===== config.mk =====
export PLATFORM = sky130hd
export DESIGN_NAME = crash_judge
export DESIGN_NICKNAME = d
export VERILOG_FILES = /design/src/rtl/crash_judge.sv
export SDC_FILE = /design/constraint.sdc
export NUM_CORES = 1
export LEC_CHECK = 0
export CAP_MARGIN = 25
export CORE_MARGIN = 5
export CORE_UTILIZATION = 35
export CTS_BUF_LIST = sky130_fd_sc_hd__clkbuf_8
export CTS_CLUSTER_DIAMETER = 60
export DETAILED_ROUTE_END_ITERATION = 7
export GPL_TIMING_DRIVEN = 1
export PLACE_DENSITY = 0.59
export SYNTH_ARGS = -nofsm -noshare
export SYNTH_HDL_FRONTEND = slang
export SYNTH_SLANG_ARGS = --single-unit

===== constraint.sdc =====
create_clock -name clk -period 2.8 [get_ports clk]
set_input_delay 0.56 -clock clk [delete_from_list [all_inputs] [get_ports clk]]
set_output_delay 0.56 -clock clk [all_outputs]
set_load 0.02 [all_outputs]

===== src/rtl/crash_judge.sv =====
// crash_judge -- collision judge for a sprite shooter.
//
// Purpose: checks the player sprite against two enemy sprites every cycle,
// registers the overlap (stage 1) and feeds it to a small game FSM (stage 2)
// that tracks lives, a post-hit freeze window and game over.
//
// Ports:
//   clk, rst            system clock, synchronous active-high reset
//   start               single-cycle start/restart request (IDLE/OVER only)
//   PLANE_x/y           player sprite top-left corner
//   ENEMY1_x/y          straight-flying enemy top-left corner
//   ENEMY2_x/y          diagonal-flying enemy top-left corner
//   CRASH               1 freezes all enemy movers (any state but PLAY)
//   hit_pulse           one-cycle strobe per accepted collision
//   lives               remaining lives
//   game_over           1 while in OVER
module crash_judge #(
    parameter logic [11:0] PLANE_W       = 12'd64,
    parameter logic [11:0] PLANE_H       = 12'd64,
    parameter logic [11:0] ENEMY_W       = 12'd48,
    parameter logic [11:0] ENEMY_H       = 12'd48,
    parameter logic [1:0]  LIVES_INIT    = 2'd3,
    parameter logic [31:0] INVULN_CYCLES = 32'd50000000
) (
    input  logic        clk,
    input  logic        rst,
    input  logic        start,
    input  logic [11:0] PLANE_x,
    input  logic [11:0] PLANE_y,
    input  logic [11:0] ENEMY1_x,
    input  logic [11:0] ENEMY1_y,
    input  logic [11:0] ENEMY2_x,
    input  logic [11:0] ENEMY2_y,
    output logic        CRASH,
    output logic        hit_pulse,
    output logic [1:0]  lives,
    output logic        game_over
);

    typedef enum logic [1:0] {S_IDLE, S_PLAY, S_HIT, S_OVER} state_t;

    state_t      state_q, state_d;
    logic [1:0]  lives_q, lives_d;
    logic [31:0] cnt_q, cnt_d;
    logic        ovl_q, ovl_d;
    logic        hit_q, hit_d;
    logic        crash_q, crash_d;
    logic        go_q, go_d;

    // Box overlap with all sums widened to 13 bits so sprites near the
    // right/bottom edge of the 12-bit space cannot wrap into a false hit.
    function automatic logic overlaps(input logic [11:0] px, input logic [11:0] py,
                                      input logic [11:0] ex, input logic [11:0] ey);
        logic [12:0] ex_end, ey_end, px_end, py_end;
        logic        off;
        ex_end = {1'b0, ex} + {1'b0, ENEMY_W};
        ey_end = {1'b0, ey} + {1'b0, ENEMY_H};
        px_end = {1'b0, px} + {1'b0, PLANE_W};
        py_end = {1'b0, py} + {1'b0, PLANE_H};
        off    = (ex >= 12'd1280) || (ey >= 12'd1024);
        return !off && ({1'b0, px} < ex_end) && ({1'b0, ex} < px_end)
                    && ({1'b0, py} < ey_end) && ({1'b0, ey} < py_end);
    endfunction

    always_comb begin
        ovl_d = overlaps(PLANE_x, PLANE_y, ENEMY1_x, ENEMY1_y)
              | overlaps(PLANE_x, PLANE_y, ENEMY2_x, ENEMY2_y);
    end

    always_comb begin
        state_d = state_q;
        lives_d = lives_q;
        cnt_d   = cnt_q;
        hit_d   = 1'b0;
        case (state_q)
            S_IDLE: if (start) begin
                state_d = S_PLAY;
                lives_d = LIVES_INIT;
                cnt_d   = '0;
            end
            S_PLAY: if (ovl_q) begin
                // Two simultaneous enemy overlaps were already OR-ed in
                // stage 1, so they cost a single life here.
                hit_d = 1'b1;
                if (lives_q > 2'd1) begin
                    state_d = S_HIT;
                    lives_d = lives_q - 2'd1;
                    cnt_d   = INVULN_CYCLES - 32'd1;
                end else begin
                    state_d = S_OVER;
                    lives_d = 2'd0;
                end
            end
            S_HIT: begin
                // Overlap is ignored while frozen; it is judged afresh once
                // back in PLAY.
                if (cnt_q == 32'd0) state_d = S_PLAY;
                else                cnt_d   = cnt_q - 32'd1;
            end
            S_OVER: if (start) begin
                state_d = S_PLAY;
                lives_d = LIVES_INIT;
                cnt_d   = '0;
            end
            default: state_d = S_IDLE;
        endcase
        // Level outputs are registered from the next state so they line up
        // with the state they describe.
        crash_d = (state_d != S_PLAY);
        go_d    = (state_d == S_OVER);
    end

    always_ff @(posedge clk) begin
        if (rst) begin
            state_q <= S_IDLE;
            lives_q <= 2'd0;
            cnt_q   <= '0;
            ovl_q   <= 1'b0;
            hit_q   <= 1'b0;
            crash_q <= 1'b1;
            go_q    <= 1'b0;
        end else begin
            state_q <= state_d;
            lives_q <= lives_d;
            cnt_q   <= cnt_d;
            ovl_q   <= ovl_d;
            hit_q   <= hit_d;
            crash_q <= crash_d;
            go_q    <= go_d;
        end
    end

    assign CRASH     = crash_q;
    assign hit_pulse = hit_q;
    assign lives     = lives_q;
    assign game_over = go_q;

endmodule


**PDN straps and rails**

Pins as bars on the die edge.
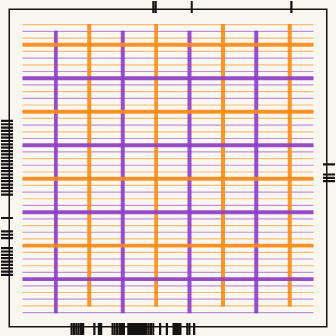
VDD -> orange
VSS -> purple
signal pins = 80
met1 rails = 44
met5 straps = 8

==> writeup.txt <==
The area of the mapped netlist is 4900 um2. The run gives 654 as the cell count in the Yosys report. TritonCTS built the clock tree. The tree built by TritonCTS fans out to 40 sinks. The number of multi-input combinational cells was 548. The wire length per cell is 15.6 um, and the number of flip-flops and latches in the synthesized netlist is 40. Setup total negative slack on the finished layout was measured at 0 ps. Counting the fill cells in the layout gives 1365. The H-tree was split into 2 levels. The sequential element share of the synthesized area is 16.3%, and the standby leakage power is 3.03 nW.

The die is 128 um wide. The synthesized net count came out at 827. Average size of a mapped cell: 7.50 um2. After layout, the setup clock skew is reported as 12.2 ps. The via count of the first global-routing pass came out at 5491. The maximum operating frequency is 367 MHz, and the relative slew slack is 56.8%.

The chip area estimate from yosys synthesis came out at 4900 um2. The placement stage leaves a total instance area of 6530 um2. The iteration count recorded for the first detailed-route pass is 5. For the clock group, total power comes out at 0.000393 W. After global routing the overflow that remains totals 0.

The multi-input combinational cell area is 3990 um2. The most used flip-flop cell after synthesis was sky130_fd_sc_hd__dfxtp_1. The first global-routing pass estimated 25500 um of wire. Looking at the gate-level netlist, the highest instance count belongs to sky130_fd_sc_hd__ha_1.

The cell sitting at the root of the clock tree is a sky130_fd_sc_hd__clkbuf_8. Counting flops with a built-in enable in the synthesized netlist gives 0. With the switching component of the power at 0.00143 W, the number of tapcells is 180. Counting the warning lines in the Yosys log gives 0.

STA classifies the critical path endpoint as a flip-flop. The worst register-to-register path depth is 8. Detailed-route iteration 0 reported a violation count of 321.

After floorplanning, the core was sized to cover 13800 um2. The data required time of the critical path is 2980 ps, and the clock group share of total power is 12.8%. The number of buffers on the longest clock path is 2. The run finished with clean final reports. The finished design was reported to have a net count of 989.

The cell sequence reported for the critical path is clkdlybuf4s50_1 > and3_1 > nand3_1 > xor2_2 > buf_4 > ha_1 > nand3_1 > nor4_1 > a21oi_1 > o2111ai_1 > o2bb2ai_1. For reference, the final report shows the max-slew violation count at 0.
**Clock routing**

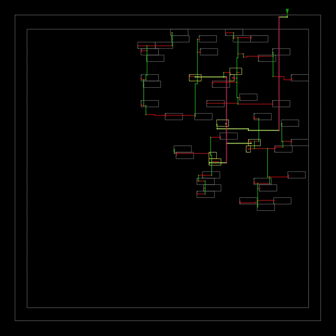
later-pin clock latency in the skew report: 300 ps
final-layout clock buffer total: 5
CTS Buf Count: 5

[metrics by stage]
| step | power [W] | hold slack [ps] | util (%) | instances | worst slack, ps |
|---|---|---|---|---|---|
| 2_1_floorplan | 0.00195 | 448 | - | 654 | 239 |
| 3_3_place_gp | 0.00258 | 460 | 47.2 | 987 | -318 |
| 3_5_place_dp | 0.00262 | 470 | 47.2 | 987 | -424 |
| 4_1_cts | 0.00304 | 482 | 48.2 | 997 | 14.0 |
| 5_1_grt | 0.00334 | 515 | 49.1 | 997 | -59.7 |
| 6_report | 0.00307 | 484 | 49.1 | 997 | 74.3 |
[worst max-delay path by stage]
stage / to / slack [ps] / depth (start not counted)
detailed placement: ovl_q / -420 / 11
floorplan: ovl_q / 240 / 10
global placement: ovl_q / -320 / 11
global route: ovl_q / -60 / 10
CTS: ovl_q / 10 / 10
finish: ovl_q / 70 / 11
[repair_timing]
action | 4_1_cts | 5_1_grt
endpoints found under the setup margin | 1 | 1
buffers inserted | 2 | 0
pin swaps | 4 | 13
gates resized | 11 | 27
[flip-flops by register name, indices dropped and copies added, names as in the netlist]
name / cells
CRASH: 1
hit_pulse: 1
lives: 2
state_q: 2
cnt_q: 32
ovl_q: 1
game_over: 1
[routing by layer]
layer,share of wire [%],global-route usage [%],routed length [um],up-vias
li1,-,-,-,2739
met1,46,24.1,7120,2565
met2,49,32.4,7640,141
met3,3.5,2.08,551,22
met4,1.6,4.06,254,0
met5,0,0,0,-
[cell families (layout without fill, tap and decap cells)]
family                   after synthesis  count (layout)  share of synthesized area (%)
adder cells (fa/ha/maj)               98              98                           25.0
buffers and inverters                 66             229                           5.26
AND/OR/NAND/NOR                      213             213                           22.4
AND-OR/OR-AND                        205             205                           25.3
XOR/XNOR                              32              32                           5.72
flip-flops                            40              40                           16.3
No activity file was given, so power comes from the tool's default toggle rates.
